[config.mk]
export PLATFORM = sky130hd
export DESIGN_NAME = fifo_wr_arbiter
export DESIGN_NICKNAME = d
export VERILOG_FILES = /design/src/rtl/fifo_arb_pkg.sv /design/src/rtl/rr_pick.sv /design/src/rtl/fifo_wr_arbiter.sv
export SDC_FILE = /design/constraint.sdc
export NUM_CORES = 1
export LEC_CHECK = 0
export CORE_MARGIN = 2
export CORE_UTILIZATION = 39
export DETAILED_ROUTE_END_ITERATION = 8
export GPL_TIMING_DRIVEN = 0
export PLACE_DENSITY = 0.95
export SYNTH_ARGS = -nofsm -noshare
export SYNTH_HDL_FRONTEND = slang
export SYNTH_SLANG_ARGS = --single-unit
[constraint.sdc]
create_clock -name clk_i -period 2.8 [get_ports clk_i]
set_input_delay 0.84 -clock clk_i [delete_from_list [all_inputs] [get_ports clk_i]]
set_output_delay 0.84 -clock clk_i [all_outputs]
set_load 0.005 [all_outputs]
[src/rtl/fifo_arb_pkg.sv]
// rtl/fifo_arb_pkg.sv - shared types and helpers for the FIFO write arbiter
package fifo_arb_pkg;

    typedef enum logic {
        IDLE  = 1'b0,
        GRANT = 1'b1
    } arb_state_e;

    // Ceiling log2, but never narrower than one bit so counters stay legal.
    function automatic int clog2_min1(input int n);
        int r;
        r = 0;
        for (int i = 0; i < 31; i++) begin
            if ((1 << i) < n) begin
                r = i + 1;
            end
        end
        return (r < 1) ? 1 : r;
    endfunction

endpackage

[src/rtl/rr_pick.sv]
// rtl/rr_pick.sv - rotate-priority search for the first valid requester at or above ptr
module rr_pick #(
    parameter int N  = 4,
    parameter int IW = 2
) (
    input  logic [N-1:0]  valid_i,
    input  logic [IW-1:0] ptr_i,
    output logic [IW-1:0] idx_o,
    output logic          found_o
);

    int k;

    // Scan from the farthest candidate back to ptr so the closest hit wins.
    always_comb begin
        idx_o   = '0;
        found_o = 1'b0;
        k       = 0;
        for (int i = N - 1; i >= 0; i--) begin
            k = int'(ptr_i) + i;
            if (k >= N) begin
                k = k - N;
            end
            if (valid_i[k]) begin
                found_o = 1'b1;
                idx_o   = IW'(k);
            end
        end
    end

endmodule

[src/rtl/fifo_wr_arbiter.sv]
// rtl/fifo_wr_arbiter.sv - round-robin burst arbiter feeding one shared FIFO write port
module fifo_wr_arbiter
    import fifo_arb_pkg::*;
#(
    parameter int DWIDTH    = 8,
    parameter int REQ_NUM   = 4,
    parameter int BURST_LEN = 4
) (
    input  logic                      clk_i,
    input  logic                      rst_n_i,
    input  logic [REQ_NUM-1:0]        req_valid_i,
    input  logic [REQ_NUM*DWIDTH-1:0] req_data_i,
    output logic [REQ_NUM-1:0]        req_ready_o,
    input  logic                      fifo_full_i,
    output logic                      fifo_wr_o,
    output logic [DWIDTH-1:0]         fifo_wrdata_o,
    output logic [REQ_NUM-1:0]        grant_o,
    output logic                      busy_o
);

    localparam int IW = clog2_min1(REQ_NUM);
    localparam int CW = clog2_min1(BURST_LEN);
    localparam logic [CW-1:0] CNT_LAST = CW'(BURST_LEN - 1);
    localparam logic [IW-1:0] IDX_LAST = IW'(REQ_NUM - 1);

    arb_state_e    state_q, state_d;
    logic [IW-1:0] ptr_q, ptr_d;
    logic [IW-1:0] gidx_q, gidx_d;
    logic [CW-1:0] cnt_q, cnt_d;
    logic [IW-1:0] pick_idx;
    logic          pick_found;

    rr_pick #(
        .N  (REQ_NUM),
        .IW (IW)
    ) u_pick (
        .valid_i (req_valid_i),
        .ptr_i   (ptr_q),
        .idx_o   (pick_idx),
        .found_o (pick_found)
    );

    always_ff @(posedge clk_i or negedge rst_n_i) begin
        if (!rst_n_i) begin
            state_q <= IDLE;
            ptr_q   <= '0;
            gidx_q  <= '0;
            cnt_q   <= '0;
        end else begin
            state_q <= state_d;
            ptr_q   <= ptr_d;
            gidx_q  <= gidx_d;
            cnt_q   <= cnt_d;
        end
    end

    // Outputs decode from state only, so the async reset clears them at once.
    always_comb begin
        state_d       = state_q;
        ptr_d         = ptr_q;
        gidx_d        = gidx_q;
        cnt_d         = cnt_q;
        req_ready_o   = '0;
        fifo_wr_o     = 1'b0;
        fifo_wrdata_o = '0;
        grant_o       = '0;
        busy_o        = 1'b0;

        case (state_q)
            IDLE: begin
                if (pick_found) begin
                    gidx_d  = pick_idx;
                    cnt_d   = '0;
                    state_d = GRANT;
                end
            end
            GRANT: begin
                busy_o              = 1'b1;
                grant_o[gidx_q]     = 1'b1;
                req_ready_o[gidx_q] = ~fifo_full_i;
                fifo_wr_o           = req_valid_i[gidx_q] & ~fifo_full_i;
                fifo_wrdata_o       = req_data_i[int'(gidx_q)*DWIDTH +: DWIDTH];

                // A drained requester or a full burst both hand the turn onward.
                if (!req_valid_i[gidx_q] || (fifo_wr_o && (cnt_q == CNT_LAST))) begin
                    state_d = IDLE;
                    ptr_d   = (gidx_q == IDX_LAST) ? '0 : gidx_q + 1'b1;
                end else if (fifo_wr_o) begin
                    cnt_d = cnt_q + 1'b1;
                end
            end
            default: begin
                state_d = IDLE;
            end
        endcase
    end

endmodule

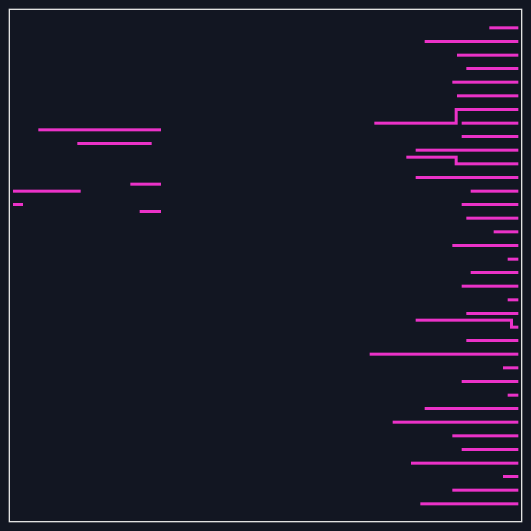
run_1/layer_met3.png
Scale: 10 px per um.
- share of all routed wire: 9.8%
- longest straight run: 14.6 um
- wire length on this layer: 261 um

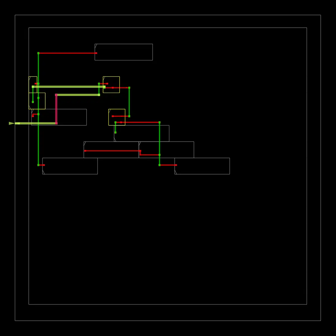
run_1/clocks.png
Latency at later pin: 0.25 ns
registers: 7

==> impl_metrics.env, run 1 <==
# yosys + openroad results
export IMPL_yosys_area_top_type="dfrtp_1"
export IMPL_ir_drop_v=0.0004685
export IMPL_worst_slack_ns=0.05729
export IMPL_fin_crit_sh_pct=97.95
export IMPL_ys_cells=82
export IMPL_cts_max_level=1
export IMPL_core_sq_um=2148
export IMPL_diodes=0
export IMPL_numCtsBuffers=3
export IMPL_ys_types=30
export IMPL_finalHoldViolCount=0
export IMPL_final_cell_mix="dlygate4sd2_1 (29), and2_1 (12), buf_2 (9), clkdlybuf4s50_1 (9), mux4_2 (8)"
export IMPL_start_kind="input port"
export IMPL_cp_num_cells=3
export IMPL_grt_pass1_wl_um=4077
export IMPL_min_path_cells=1
export IMPL_syn_area_sq_um=864.6
export IMPL_clk_pin_slew_ns=0.05
export IMPL_crit_type="input port to output port"
export IMPL_drc_errors=0
export IMPL_met2_usage_pct=36.58
export IMPL_outcome="complete, no violations"
export IMPL_cts_tree="done"
export IMPL_die_w_um=51.09
export IMPL_synth_chip_area_sq_um=864.6
export IMPL_grt_use_met3_pct=6.140
export IMPL_p_per_area_nw_per_um2=806.7
export IMPL_largest_cell_class="combinational gates"
export IMPL_globalplace_congestion=0.7557
export IMPL_cap_violations=0
export IMPL_dr_max_layer_used="met4"
export IMPL_buffer_area_share_pct=38.32
export IMPL_ys_warn_count=0
export IMPL_clock_path_buffers=2
export IMPL_clock_area_share_pct=1.837
export IMPL_slew_headroom_pct=62.85
export IMPL_grt_antenna_before_repair=0
export IMPL_crit_buf_inv=2
export IMPL_worstMarginPinSlew_ns=0.5513
export IMPL_crit_chain="dlygate4sd2_1, nor3b_1, clkdlybuf4s50_1"
export IMPL_path_max_fanout=7
export IMPL_sh_comb_area_pct=43.74
export IMPL_reg2reg_depth=5
export IMPL_max_freq_ghz=0.3646
export IMPL_power_mw=1.154
export IMPL_die_area_sq_um=2610
export IMPL_clkbuf_count=4
export IMPL_post_place_ws_ns=-0.5420
export IMPL_wl_met3_um=260
export IMPL_grt_met1_usage_pct=25.28
export IMPL_slowest_stage="clkdlybuf4s50_1"
export IMPL_logic_gates=66
export IMPL_final_cell_count_no_fill=171
export IMPL_nNonClkInverters=5
export IMPL_skew_ns=0.002467
export IMPL_timing_critical_path_arrival_ns=1.90
export IMPL_portBuffers=56
export IMPL_synth_area_per_cell_sq_um=10.54
export IMPL_dp_cells=166
export IMPL_first_iter_violations=17
export IMPL_slew_viol_final=0
export IMPL_warnings=30
export IMPL_nets=188
export IMPL_final_min_clock_period_ns=2.743
export IMPL_final_seq_area_sq_um=176.4
export IMPL_wl_met1_um=1099
export IMPL_synthFlopType="dfrtp_1"
export IMPL_required_ns=1.96
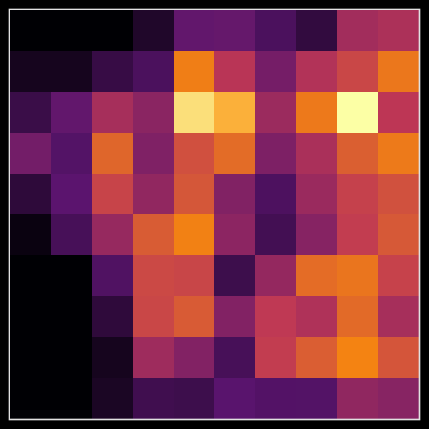
run_1/metal_density.png
Scale: 8 px per um. The die is cut into 10 by 10 equal tiles; black is low, pale yellow is high, scaled to the fullest tile. Values are wire area over tile area, all layers added.
- mean over tiles: 0.17
- tiles over half the peak: 33%
- emptiest ninth of the die: lower left
Tot GR Track Use: 20.67%
wire length per cell: 15.60 um
routed vias: 880
final wirelength: 2668 um

run 1: worst paths after layout:
check	end	slack [ns]	from
worst max register to register	cnt_q[0]$_DFFE_PN0P_	1.24	gidx_q[1]$_DFFE_PN0P_
worst min-delay path	cnt_q[0]$_DFFE_PN0P_	0.50	cnt_q[0]$_DFFE_PN0P_
max in group asynchronous	gidx_q[1]$_DFFE_PN0P_	1.69	rst_n_i
min in group asynchronous	state_q$_DFF_PN0_	0.85	rst_n_i
worst min register to register	cnt_q[0]$_DFFE_PN0P_	0.50	cnt_q[0]$_DFFE_PN0P_
worst max-delay path	req_ready_o[3]	0.06	fifo_full_i
run 1: repair_timing:
action,4_1_cts,5_1_grt
gates resized,77,12
buffers inserted,0,1
endpoints found under the setup margin,13,6
pin swaps,0,1
endpoints found under the hold margin,0,0
run 1: cell usage after synthesis, types with 2 or more instances:
master     n
nor3_1     2
nand2_1    5
a21oi_1    3
mux4_2     4
inv_1      5
nand2b_1   3
mux2i_1    4
o211ai_2   2
mux2_2     2
mux4_1     4
dfrtp_1    7
nor2b_1    4
nor2_1     2
ha_1       5
o21ai_0    3
and2_1    13
run 1: where the power goes:
part | total (mW) | internal [mW] | switching [mW]
Combinational | 0.851 | 0.506 | 0.345
Clock | 0.0911 | 0.0544 | 0.0367
Sequential | 0.212 | 0.152 | 0.0597
Total | 1.15 | 0.712 | 0.441
run 1: kinds of logic (layout without fill, tap and decap cells):
group | count (synthesis) | after routing | share of synthesized area [%]
flip-flops | 7 | 7 | 20.26
buffers and inverters | 9 | 70 | 6.801
AND/OR/NAND/NOR | 33 | 33 | 22.14
adder cells (fa/ha/maj) | 5 | 5 | 7.236
AND-OR/OR-AND | 13 | 13 | 12.01
multiplexers | 15 | 15 | 31.55
run_1/clk_routes.png
Scale: 8 px per um.
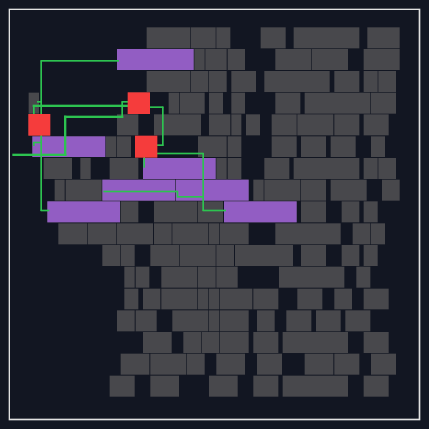

==> run 1 -> run 2 <==
--- a/config.mk
+++ b/config.mk
@@ -10,6 +10,7 @@
 export DETAILED_ROUTE_END_ITERATION = 8
 export GPL_TIMING_DRIVEN = 0
 export PLACE_DENSITY = 0.95
+export SKIP_LAST_GASP = 1
 export SYNTH_ARGS = -nofsm -noshare
 export SYNTH_HDL_FRONTEND = slang
 export SYNTH_SLANG_ARGS = --single-unit
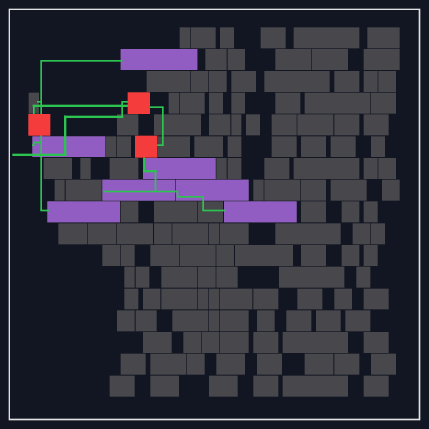
run_2/clk_routes.png
Scale: 8 px per um.
- clock wires: green (length 103 um)
- flip-flops: purple (count 7)
- clock drivers: red (count 3)
- routed clock nets: 4
clock power share: 7.8%
post-route clock skew: 0.0009869 ns
Latency at later pin: 0.24 ns

==> impl_metrics.env, run 2 <==
# yosys + openroad results
export IMPL_numCtsBuffers=3
export IMPL_topCombFamilyByArea="multiplexers"
export IMPL_met2_usage_pct=35.93
export IMPL_hp_start="cnt_q[0]$_DFFE_PN0P_"
export IMPL_hold_path_endpoint="cnt_q[0]$_DFFE_PN0P_"
export IMPL_drc_errors=0
export IMPL_reg2reg_to="ptr_q[1]$_DFFE_PN0P_"
export IMPL_slew_viol_final=0
export IMPL_synth_area_per_cell_sq_um=10.54
export IMPL_synthFlopType="dfrtp_1"
export IMPL_ys_types=30
export IMPL_finalHoldViolCount=0
export IMPL_cts_max_level=1
export IMPL_slew_headroom_pct=62.55
export IMPL_yosys_top_cells_count="and2_1 (13), dfrtp_1 (7), ha_1 (5), inv_1 (5), nand2_1 (5)"
export IMPL_clock_path_buffers=2
export IMPL_dp_cells=166
export IMPL_ir_drop_v=0.0004691
export IMPL_timing_critical_path_arrival_ns=1.90
export IMPL_xor_share_pct=0
export IMPL_globalplace_congestion=0.7557
export IMPL_ys_cells=82
export IMPL_grt_antenna_before_repair=0
export IMPL_wl_met3_um=255
export IMPL_lay_top_count="dlygate4sd2_1"
export IMPL_dr_max_layer_used="met4"
export IMPL_grt_met1_usage_pct=24.72
export IMPL_r2r_start="gidx_q[1]$_DFFE_PN0P_"
export IMPL_grt_pass1_vias=832
export IMPL_final_cell_count_no_fill=171
export IMPL_die_w_um=51.09
export IMPL_final_min_clock_period_ns=2.745
export IMPL_grt_use_total_pct=20.30
export IMPL_adder_share_pct=7.236
export IMPL_cp_startpoint="req_valid_i[3]"
export IMPL_portBuffers=56
export IMPL_simple_gate_share_pct=22.14
export IMPL_min_path_cells=1
export IMPL_warnings=30
export IMPL_reg2reg_depth=5
export IMPL_path_max_fanout=5
export IMPL_worstMarginPinSlew_ns=0.5557
export IMPL_wl_per_cell_um=15.40
export IMPL_aoi_share_pct=12.01
export IMPL_wl_um=2633
export IMPL_clk_pin_slew_ns=0.05
export IMPL_syn_area_sq_um=864.6
export IMPL_p_per_area_nw_per_um2=805.1
export IMPL_nets=188
export IMPL_mux_share_pct=31.55
export IMPL_yosys_area_top_type="dfrtp_1"
export IMPL_start_kind="input port"
export IMPL_r2r_slack_ns=1.27
export IMPL_fin_crit_sh_pct=98.02
export IMPL_grt_pass1_wl_um=4008
export IMPL_crit_type="input port to output port"
export IMPL_synth_chip_area_sq_um=864.6
export IMPL_via_count=878
export IMPL_ys_top_cells_by_area="dfrtp_1 (20%), mux4_1 (12%), mux4_2 (10%)"
export IMPL_diodes=0
export IMPL_final_cell_mix="dlygate4sd2_1 (30), and2_1 (12), clkdlybuf4s50_1 (9)"
export IMPL_outcome="complete, no violations"
export IMPL_grt_use_met3_pct=6.140
export IMPL_core_sq_um=2148
export IMPL_cap_violations=0
export IMPL_wl_met1_um=1085
export IMPL_required_ns=1.96
export IMPL_cts_tree="done"
export IMPL_synth_most_common_cell="and2_1"
export IMPL_die_area_sq_um=2610
export IMPL_max_freq_ghz=0.3644
export IMPL_first_iter_violations=19
==> run 2: where the power goes <==
part	internal (mW)	leakage [nW]	switching (mW)
clock	0.0543	0.0150	0.0354
combinational	0.502	0.633	0.342
sequential	0.152	0.0850	0.0619
total	0.709	0.733	0.439
==> run 2: worst max-delay path by stage <==
stage	endpoint	slack, ns	depth (start not counted)
after floorplan	fifo_wrdata_o[0]	0.49	2
after global placement	fifo_wr_o	-0.55	6
after detailed placement	fifo_wr_o	-0.54	6
after CTS	fifo_wr_o	-0.12	6
after global routing	fifo_wr_o	0.008	6
final	fifo_wr_o	0.06	6
==> run 2: final cells by class <==
type	count	area (sq um)
plain buffers	4	42.54
clock buffers	4	26.28
fillers	177	723.2
inverters	5	18.77
multi-input cells	66	621.8
flip-flops and latches	7	176.4
well taps	28	35.03
repair buffers	57	504.2
==> run 2: worst max-delay path, stage by stage <==
cell           delay (ns)
clkbuf_2             0.12
mux2_2               0.29
or2_1                0.24
o21ai_1              0.09
nor3_1               0.05
dlygate4sd2_1        0.26
==> run 2: metrics by stage <==
| stage | setup TNS [ns] | hold WS, ns | setup WS, ns | utilization (%) | power [mW] |
|---|---|---|---|---|---|
| 2_1_floorplan | 0 | 0.4516 | 0.4890 | - | 0.7271 |
| 3_3_place_gp | -3.613 | 0.4697 | -0.5474 | 67.97 | 1.071 |
| 3_5_place_dp | -3.840 | 0.4980 | -0.5420 | 67.97 | 1.099 |
| 4_1_cts | -0.1219 | 0.5065 | -0.1219 | 65.46 | 1.149 |
| 5_1_grt | 0 | 0.5173 | 0.007944 | 66.34 | 1.244 |
| 6_report | 0 | 0.4977 | 0.05543 | 66.34 | 1.147 |
==> run 2: what timing repair did <==
item | CTS | global route
gates resized | 72 | 13
buffers inserted | 0 | 1
setup endpoints to repair | 13 | 6
No activity file was given, so power comes from the tool's default toggle rates.
